### src/rtl/music_pkg.sv
// Shared constants and state encoding for the music-player datapath.
package music_pkg;

    localparam int unsigned NOTE_WIDTH = 6;
    localparam int unsigned DUR_WIDTH  = 6;
    localparam int unsigned STEP_WIDTH = 20;

    localparam int unsigned REST_NOTE  = 0;

    typedef enum logic [2:0] {
        NP_IDLE     = 3'b001,
        NP_PLAYING  = 3'b010,
        NP_FINISHED = 3'b100
    } np_state_t;

endpackage

### src/rtl/note_player_if.sv
// Note handshake between the song sequencer (master) and the note player (slave).
interface note_player_if #(
    parameter int unsigned NOTE_WIDTH = music_pkg::NOTE_WIDTH,
    parameter int unsigned DUR_WIDTH  = music_pkg::DUR_WIDTH
) ();

    logic                  new_note;
    logic [NOTE_WIDTH-1:0] note;
    logic [DUR_WIDTH-1:0]  duration;
    logic                  note_done;

    modport master (
        output new_note,
        output note,
        output duration,
        input  note_done
    );

    modport slave (
        input  new_note,
        input  note,
        input  duration,
        output note_done
    );

endinterface

### src/rtl/dffr.sv
// Flop with synchronous active-high reset.
module dffr #(
    parameter int unsigned      WIDTH   = 1,
    parameter logic [WIDTH-1:0] RST_VAL = '0
) (
    input  logic             clk,
    input  logic             reset,
    input  logic [WIDTH-1:0] d,
    output logic [WIDTH-1:0] q
);

    always_ff @(posedge clk) begin
        if (reset) q <= RST_VAL;
        else       q <= d;
    end

endmodule

### src/rtl/dffre.sv
// Flop with synchronous active-high reset and load enable.
module dffre #(
    parameter int unsigned      WIDTH   = 1,
    parameter logic [WIDTH-1:0] RST_VAL = '0
) (
    input  logic             clk,
    input  logic             reset,
    input  logic             en,
    input  logic [WIDTH-1:0] d,
    output logic [WIDTH-1:0] q
);

    always_ff @(posedge clk) begin
        if (reset)   q <= RST_VAL;
        else if (en) q <= d;
    end

endmodule

### src/rtl/frequency_rom.sv
// 64-entry synchronous-read phase-step ROM (20-bit phase accumulator at 48 kHz); entry 0 is silence.
module frequency_rom #(
    parameter int unsigned ADDR_WIDTH = 6,
    parameter int unsigned DATA_WIDTH = 20
) (
    input  logic                  clk,
    input  logic                  reset,
    input  logic [ADDR_WIDTH-1:0] addr,
    output logic [DATA_WIDTH-1:0] data
);

    // Top octave (notes 63 down to 52) is tabulated; lower octaves halve per 12 notes.
    function automatic logic [DATA_WIDTH-1:0] lookup(input logic [ADDR_WIDTH-1:0] a);
        int unsigned             t;
        int unsigned             oct;
        int unsigned             s;
        logic [DATA_WIDTH-1:0]   base;
        if (a == '0) return '0;
        t    = (2 ** ADDR_WIDTH - 1) - 32'(a);
        oct  = t / 12;
        s    = t % 12;
        case (s)
            0:       base = DATA_WIDTH'(21578);
            1:       base = DATA_WIDTH'(20367);
            2:       base = DATA_WIDTH'(19224);
            3:       base = DATA_WIDTH'(18145);
            4:       base = DATA_WIDTH'(17127);
            5:       base = DATA_WIDTH'(16165);
            6:       base = DATA_WIDTH'(15258);
            7:       base = DATA_WIDTH'(14402);
            8:       base = DATA_WIDTH'(13593);
            9:       base = DATA_WIDTH'(12830);
            10:      base = DATA_WIDTH'(12110);
            default: base = DATA_WIDTH'(11431);
        endcase
        return base >> oct;
    endfunction

    dffr #(.WIDTH(DATA_WIDTH)) step_ff (
        .clk   (clk),
        .reset (reset),
        .d     (lookup(addr)),
        .q     (data)
    );

endmodule

### src/rtl/note_player.sv
// Latches notes from the sequencer, counts beats, and drives the phase step.
// Optional macro NOTE_PLAYER_ARTICULATE_EN silences the last beat of every note.
module note_player #(
    parameter int unsigned NOTE_WIDTH = music_pkg::NOTE_WIDTH,
    parameter int unsigned DUR_WIDTH  = music_pkg::DUR_WIDTH,
    parameter int unsigned STEP_WIDTH = music_pkg::STEP_WIDTH
) (
    input  logic                  clk,
    input  logic                  reset,
    input  logic                  play,
    input  logic                  beat,
    note_player_if.slave          seq,
    output logic [STEP_WIDTH-1:0] step_size,
    output logic                  busy
);

    import music_pkg::*;

    np_state_t             state;
    np_state_t             state_d;
    logic [2:0]            state_q;
    logic [DUR_WIDTH-1:0]  beats_left;
    logic [DUR_WIDTH-1:0]  beats_d;
    logic [NOTE_WIDTH-1:0] note_reg;
    logic [NOTE_WIDTH-1:0] rom_addr;
    logic [STEP_WIDTH-1:0] step_reg;
    logic                  mute;
    logic                  articulate_mute;

    assign state = np_state_t'(state_q);

    dffr #(.WIDTH(3), .RST_VAL(NP_IDLE)) state_ff (
        .clk   (clk),
        .reset (reset),
        .d     (state_d),
        .q     (state_q)
    );

    dffr #(.WIDTH(DUR_WIDTH)) beats_ff (
        .clk   (clk),
        .reset (reset),
        .d     (beats_d),
        .q     (beats_left)
    );

    dffre #(.WIDTH(NOTE_WIDTH)) note_ff (
        .clk   (clk),
        .reset (reset),
        .en    (seq.new_note),
        .d     (seq.note),
        .q     (note_reg)
    );

    // Reading entry 0 while idle lets a note started from IDLE show silence, not a stale step.
    assign rom_addr = (state == NP_IDLE) ? NOTE_WIDTH'(REST_NOTE) : note_reg;

    frequency_rom #(.ADDR_WIDTH(NOTE_WIDTH), .DATA_WIDTH(STEP_WIDTH)) rom (
        .clk   (clk),
        .reset (reset),
        .addr  (rom_addr),
        .data  (step_reg)
    );

    always_comb begin
        state_d = state;
        beats_d = beats_left;
        unique case (state)
            NP_IDLE: ;
            NP_PLAYING: begin
                if (play && beat) begin
                    if (beats_left <= DUR_WIDTH'(1)) state_d = NP_FINISHED;
                    else                             beats_d = beats_left - DUR_WIDTH'(1);
                end
            end
            NP_FINISHED: state_d = NP_IDLE;
            default:     state_d = NP_IDLE;
        endcase
        // A new note overrides any beat or finish decision in the same cycle.
        if (seq.new_note) begin
            state_d = NP_PLAYING;
            beats_d = (seq.duration == '0) ? DUR_WIDTH'(1) : seq.duration;
        end
    end

`ifdef NOTE_PLAYER_ARTICULATE_EN
    assign articulate_mute = (state == NP_PLAYING) && (beats_left == DUR_WIDTH'(1));
`else
    assign articulate_mute = 1'b0;
`endif

    assign mute          = (state == NP_IDLE) || !play ||
                           (note_reg == NOTE_WIDTH'(REST_NOTE)) || articulate_mute;
    assign step_size     = mute ? '0 : step_reg;
    assign busy          = (state == NP_PLAYING);
    assign seq.note_done = (state == NP_FINISHED);

endmodule

### src/flat_wrapper.sv
// flat-port wrapper written by rule: the top's interface ports become plain ports
module note_player_flat import music_pkg::*;
#(
    parameter int unsigned NOTE_WIDTH = music_pkg::NOTE_WIDTH,
    parameter int unsigned DUR_WIDTH  = music_pkg::DUR_WIDTH,
    parameter int unsigned STEP_WIDTH = music_pkg::STEP_WIDTH
)
  (clk, reset, play, beat, step_size, busy, seq_new_note, seq_note, seq_duration, seq_note_done);
  note_player_if #(.NOTE_WIDTH(NOTE_WIDTH), .DUR_WIDTH(DUR_WIDTH)) seq_i ();
  input  logic clk;
  input  logic reset;
  input  logic play;
  input  logic beat;
  output logic [STEP_WIDTH-1:0] step_size;
  output logic busy;
  input wire logic [$bits(seq_i.new_note)-1:0] seq_new_note;
  input wire logic [$bits(seq_i.note)-1:0] seq_note;
  input wire logic [$bits(seq_i.duration)-1:0] seq_duration;
  output wire logic [$bits(seq_i.note_done)-1:0] seq_note_done;
  assign seq_i.new_note = seq_new_note;
  assign seq_i.note = seq_note;
  assign seq_i.duration = seq_duration;
  assign seq_note_done = seq_i.note_done;
  note_player #(.NOTE_WIDTH(NOTE_WIDTH), .DUR_WIDTH(DUR_WIDTH), .STEP_WIDTH(STEP_WIDTH)) u_core (.clk(clk), .reset(reset), .play(play), .beat(beat), .seq(seq_i), .step_size(step_size), .busy(busy));
endmodule
### config.mk
export PLATFORM = sky130hd
export DESIGN_NAME = note_player_flat
export DESIGN_NICKNAME = d
export VERILOG_FILES = /design/src/rtl/music_pkg.sv /design/src/rtl/note_player_if.sv /design/src/rtl/dffr.sv /design/src/rtl/dffre.sv /design/src/rtl/frequency_rom.sv /design/src/rtl/note_player.sv /design/src/flat_wrapper.sv
export SDC_FILE = /design/constraint.sdc
export NUM_CORES = 1
export LEC_CHECK = 0
export ABC_AREA = 1
export CAP_MARGIN = 20
export CELL_PAD_IN_SITES_DETAIL_PLACEMENT = 0
export CELL_PAD_IN_SITES_GLOBAL_PLACEMENT = 2
export CORE_UTILIZATION = 29
export DETAILED_ROUTE_END_ITERATION = 8
export GPL_TIMING_DRIVEN = 0
export PLACE_DENSITY_LB_ADDON = 0.1
export SLEW_MARGIN = 10
export SYNTH_ARGS = -nofsm -noshare
export SYNTH_HDL_FRONTEND = slang
export SYNTH_SLANG_ARGS = --single-unit
### constraint.sdc
create_clock -name clk -period 4 [get_ports clk]
set_input_delay 0.4 -clock clk [delete_from_list [all_inputs] [get_ports clk]]
set_output_delay 0.4 -clock clk [all_outputs]
set_load 0.05 [all_outputs]
Run 1, close-up of the layout:
Window x 33 to 63, y 33 to 63 um. Cells in grey, sequential cells in the stronger grey; small squares are vias.
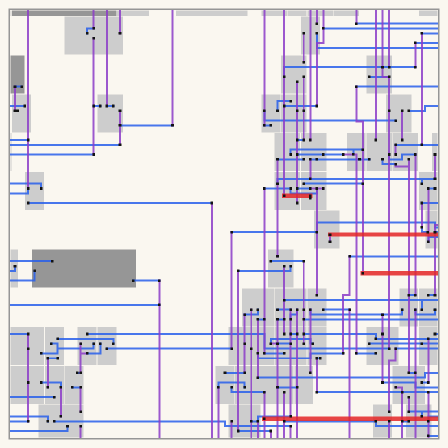
metal 1 -> blue
metal 2 -> purple
metal 3 -> red
netlist names of flops here include = `u_core.note_ff.q` (1)
most frequent = nand3_1 (13), nand2_1 (7)
sequential cells in the window = 1
cells with their middle in the window = 46

Run 1, signal wires by layer:
(4 px per um) Two of the layers only.
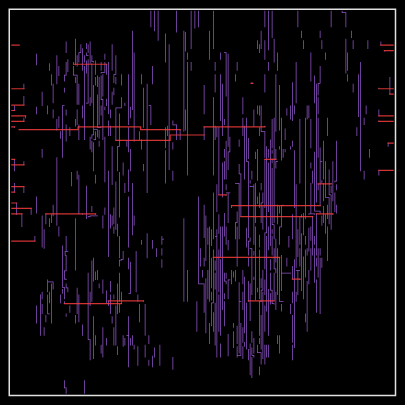
metal 2 -> purple  # wire length 3250 um
metal 3 -> red  # wire length 260 um

Run 1, selected gate families:
(4 px per um)
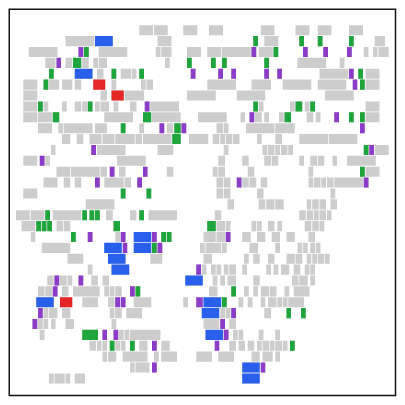
adder and majority cells -> blue  # cells 14
NOR gates -> green  # cells 57, where all over the die
inverters -> purple  # cells 53, where all over the die
XOR/XNOR gates -> red  # cells 3

-- run 1: final timing paths --
kind | start | end | slack, ps | cells past startpoint
worst min-delay path | u_core.note_ff.q[0] | u_core.note_ff.q[0] | 490 | 2
worst max register to register | u_core.state_ff.q[1] | u_core.rom.step_ff.q[5] | 580 | 22
worst max-delay path | u_core.state_ff.q[1] | u_core.rom.step_ff.q[5] | 580 | 22
worst min register to register | u_core.note_ff.q[0] | u_core.note_ff.q[0] | 490 | 2
-- run 1: power by group --
| group | switching (uW) | internal [uW] | total (uW) |
|---|---|---|---|
| sequential | 13.5 | 327 | 340 |
| combinational | 354 | 178 | 531 |
| clock | 113 | 139 | 252 |
| total | 481 | 643 | 1120 |
==> ci_impl_report.md, run 1 <==
### Flow metrics

| Metric | Value |
|---|---|
| Status | completed |
| Fp_density | 0.3069 |
| Worst slew margin | 0.6686 |
| Total track usage | 0.1620 |
| Total Nets Final | 484 |
| Commonest Layout Cell | nand2_1 |
| Biggest Area Class | logic gates |
| Clock sink count | 30 |
| Met2 WL | 3.250 mm |
| Max Fclk | 292.1 MHz |
| TAP cells | 105 |
| Final Core Density | 0.3735 |
| Startpoint Class | flip-flop |
| Number of H-tree levels | 2 |
| Core area | 8382 um2 |
| CP peak stage delay | 330 ps |
| # setup viols final | 0 |
| Setup ws final | 577.0 ps |
| Grt met1 use | 0.2153 |
| Post-DP Area | 3039 um2 |
| Design area | 3131 um2 |
| Logic area | 1662 um2 |
| Max-slew violations | 0 |
| Invs w/o clock | 53 |
| Die height | 96.19 um |
| Yosys chip area | 2572 um2 |
| CTS buffer count | 5 |
| Critical path buffers and inverters | 1 |
| #MultiIn Comb | 312 |
| Adders+Majority by Area | 0.06809 |
| Synth cell types | 43 |
| Hold buffers post-CTS | 0 |
| Die W | 96.19 um |
| Antenna violations before repair | 0 |
| Pwr dens | 358.9 nW/um2 |
| Flip-flops | 30 |
| Port Buf Inserts | 32 |
| Flop area | 600.6 um2 |
| Async SR Flop Fraction | 0 |
| Largest net degree at the start of global routing | 11 |
| Area Growth Syn to Fin | 21.69% |
| Measured slew at the worst slew-check pin | 495.5 ps |
## Run 2: what changed since run 1
MAX_ROUTING_LAYER = met4   (was default)
SLEW_MARGIN = default   (was 10)
clock period = 3.9 ns   (was 4 ns; I/O delays follow)
Run 2, close-up of the layout:
Window x 33 to 63, y 33 to 63 um. Cells in grey, sequential cells in the stronger grey; small squares are vias.
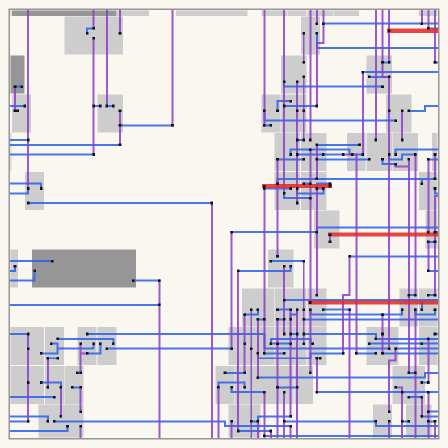
metal 3 -> red
metal 2 -> purple
metal 1 -> blue
sequential cells in the window = 1
most frequent = nand3_1 (13), nand2_1 (7)
cells with their middle in the window = 46
netlist names of flops here include = `u_core.note_ff.q` (1)

Run 2, selected gate families:
(4 px per um)
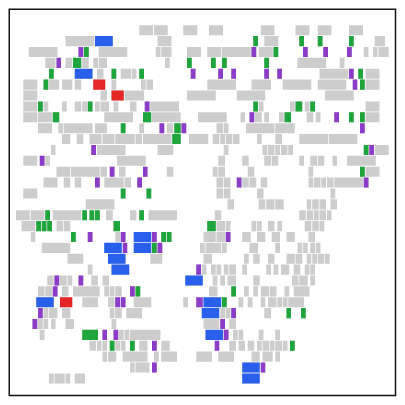
XOR/XNOR gates -> red  # cells 3
inverters -> purple  # cells 53, where all over the die
adder and majority cells -> blue  # cells 14
NOR gates -> green  # cells 57, where all over the die

==> ci_impl_report.md, run 2 <==
### Flow metrics

| Metric | Value |
|---|---|
| Register share of total power | 0.303 (about the same) |
| Synth cell types | 43 (unchanged) |
| Grt met1 use | 0.2144 (was 0.2153) |
| Combinational share of power | 0.472 (was 0.473) |
| Sw Share | 0.4273 (was 0.4277) |
| Worst-case reg-to-reg path depth | 22 (unchanged) |
| Hold buffers post-CTS | 0 (unchanged) |
| Adders+Majority by Area | 0.06809 (unchanged) |
| Port Buf Inserts | 32 (unchanged) |
| Clock sink count | 30 (unchanged) |
| Status | completed (unchanged) |
| Met2 WL | 3.255 mm (was 3.250 mm) |
| Total track usage | 0.1663 (was 0.1620) |
| Critical path buffers and inverters | 1 (unchanged) |
| Reg-to-reg startpoint | u_core.state_ff.q[1] (unchanged) |
| # setup viols final | 0 (unchanged) |
| Area Growth Syn to Fin | 21.69% (unchanged) |
| Clk pwr | 259 uW (was 252 uW) |
| Antenna violations before repair | 0 (unchanged) |
| Largest net degree at the start of global routing | 11 (unchanged) |
| Total Nets Final | 484 (unchanged) |
| Commonest Layout Cell | nand2_1 (unchanged) |
| Die W | 96.19 um (unchanged) |
| Sequential power | 349 uW (was 340 uW) |
Run 2, wiring heat map:
(3 px per um) 19 x 19 tiles, from dark purple (low) to yellow (high), scaled to the fullest tile. Values are wire area over tile area, all layers added.
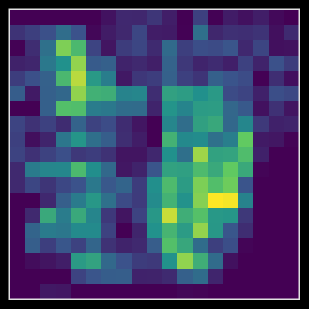
fullest tile = 0.45
nearly empty tiles = 21%
tiles over half the peak = 18%

==> run 2: stage by stage <==
stage | std cells | hold WS, ps | util | area (um2) | power, uW
3_3_place_gp | 551 | 475.4 | 0.3626 | 3039 | 909.4
4_1_cts | 559 | 490.3 | 0.3735 | 3131 | 1159
6_report | 559 | 489.2 | 0.3735 | 3131 | 1152
3_5_place_dp | 551 | 479.5 | 0.3626 | 3039 | 900.3
2_1_floorplan | 414 | 450.4 | - | 2587 | 772.4
5_1_grt | 559 | 524.4 | 0.3735 | 3131 | 1247
==> run 2: cell type report <==
cell class,instances,area [um2],area share
clock buffer,7,86.33,0.02758
multi-input combinational,312,1662,0.5308
sequential,30,600.6,0.1918
clock inverter,1,5.005,0.001599
inverter,53,200.2,0.06395
tap,105,131.4,0.04197
timing repair buffer,32,320.3,0.1023
buffer,19,125.1,0.03997
## Run 3: what changed since run 2
SYNTH_HIERARCHICAL = 1   (was default)
Run 3, signal wires by layer:
(4 px per um) Two of the layers only.
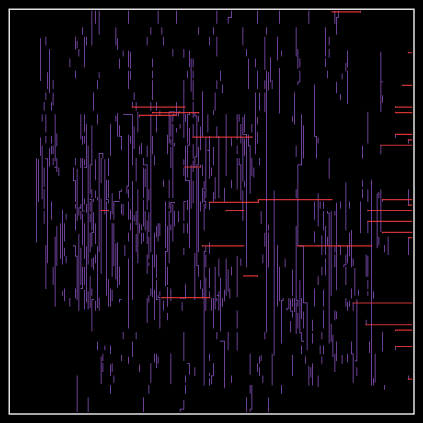
metal 2 -> purple  # wire length 3160 um
metal 3 -> red  # wire length 238 um

Run 3, wiring heat map:
(3 px per um) 20 x 20 tiles, from dark purple (low) to yellow (high), scaled to the fullest tile. Values are wire area over tile area, all layers added.
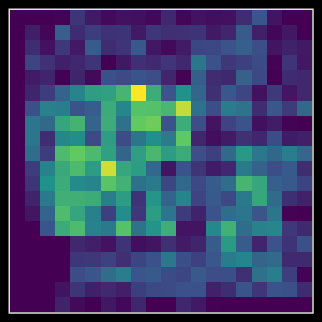
emptiest ninth of the die = bottom left
tiles over half the peak = 14%
nearly empty tiles = 16%

==> ci_impl_report.md, run 3 <==
### Flow metrics

| Metric | Value |
|---|---|
| Internal Power | 788.9 uW (was 659.6 uW) |
| Met2 WL | 3.164 mm (was 3.255 mm) |
| Status | completed (unchanged) |
| Flip-flops | 35 (was 30) |
| Combinational share of power | 0.457 (was 0.472) |
| Final Core Density | 0.3752 (was 0.3735) |
| Grt met1 use | 0.2004 (was 0.2144) |
| Non-Filler Instances | 666 (was 559) |
| Sequential power | 403 uW (was 349 uW) |
| Comb. pwr | 617 uW (was 544 uW) |
| Startpoint Class | flip-flop (unchanged) |
| CTS buffer count | 5 (unchanged) |
| Die height | 100.8 um (was 96.19 um) |
| #MultiIn Comb | 347 (was 312) |
| Layout clock buffers | 5 (was 7) |
| CP peak stage delay | 440 ps (was 330 ps) |
| Clock power share | 0.244 (was 0.225) |
| Cell count after placement | 658 (was 551) |
| Flop area | 700.7 um2 (was 600.6 um2) |
| TAP cells | 129 (was 105) |
Run 3, cell outlines without signal wires:
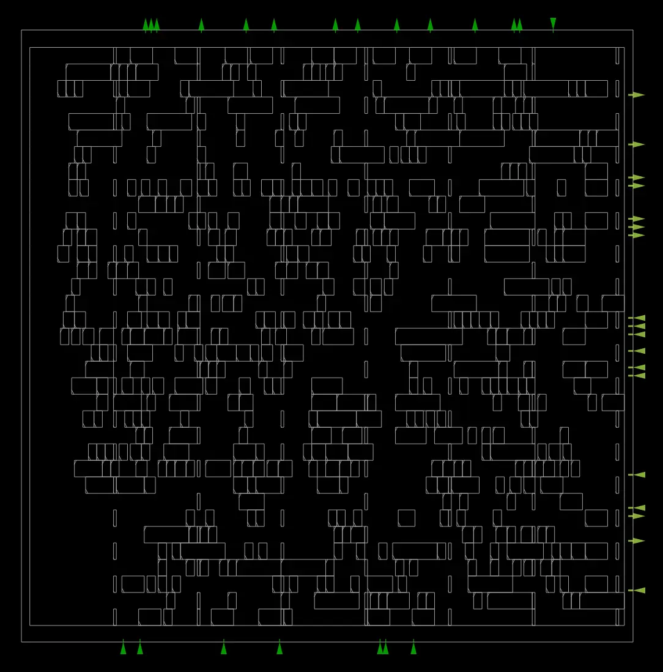
Seq/total area: 0.2002
FP Rows: 35
core area: 9328 um2

==> run 3: cell types whose count changed after synthesis, sizes merged, moves of 3 or more <==
| cell | previous run | this run |
|---|---|---|
| clkbuf | 5 | 2 |
| nor2 | 50 | 91 |
| dfxtp | 30 | 35 |
| a21oi | 8 | 4 |
| nand4 | 15 | 9 |
| ha | 14 | 11 |
| o21ai | 11 | 17 |
| nand2 | 117 | 130 |
| inv | 51 | 95 |
==> run 3: worst paths after layout <==
kind	from	slack, ps	depth (start not counted)	to
worst min register to register	u_core/note_ff/q[4]	480	2	u_core/note_ff/q[4]
worst max register to register	u_core/state_ff/q[1]	470	20	u_core/rom/step_ff/q[6]
worst min-delay path	u_core/note_ff/q[4]	480	2	u_core/note_ff/q[4]
worst max-delay path	u_core/state_ff/q[1]	470	20	u_core/rom/step_ff/q[6]
Power figures rest on the tool's default switching activity, not on a simulated workload.
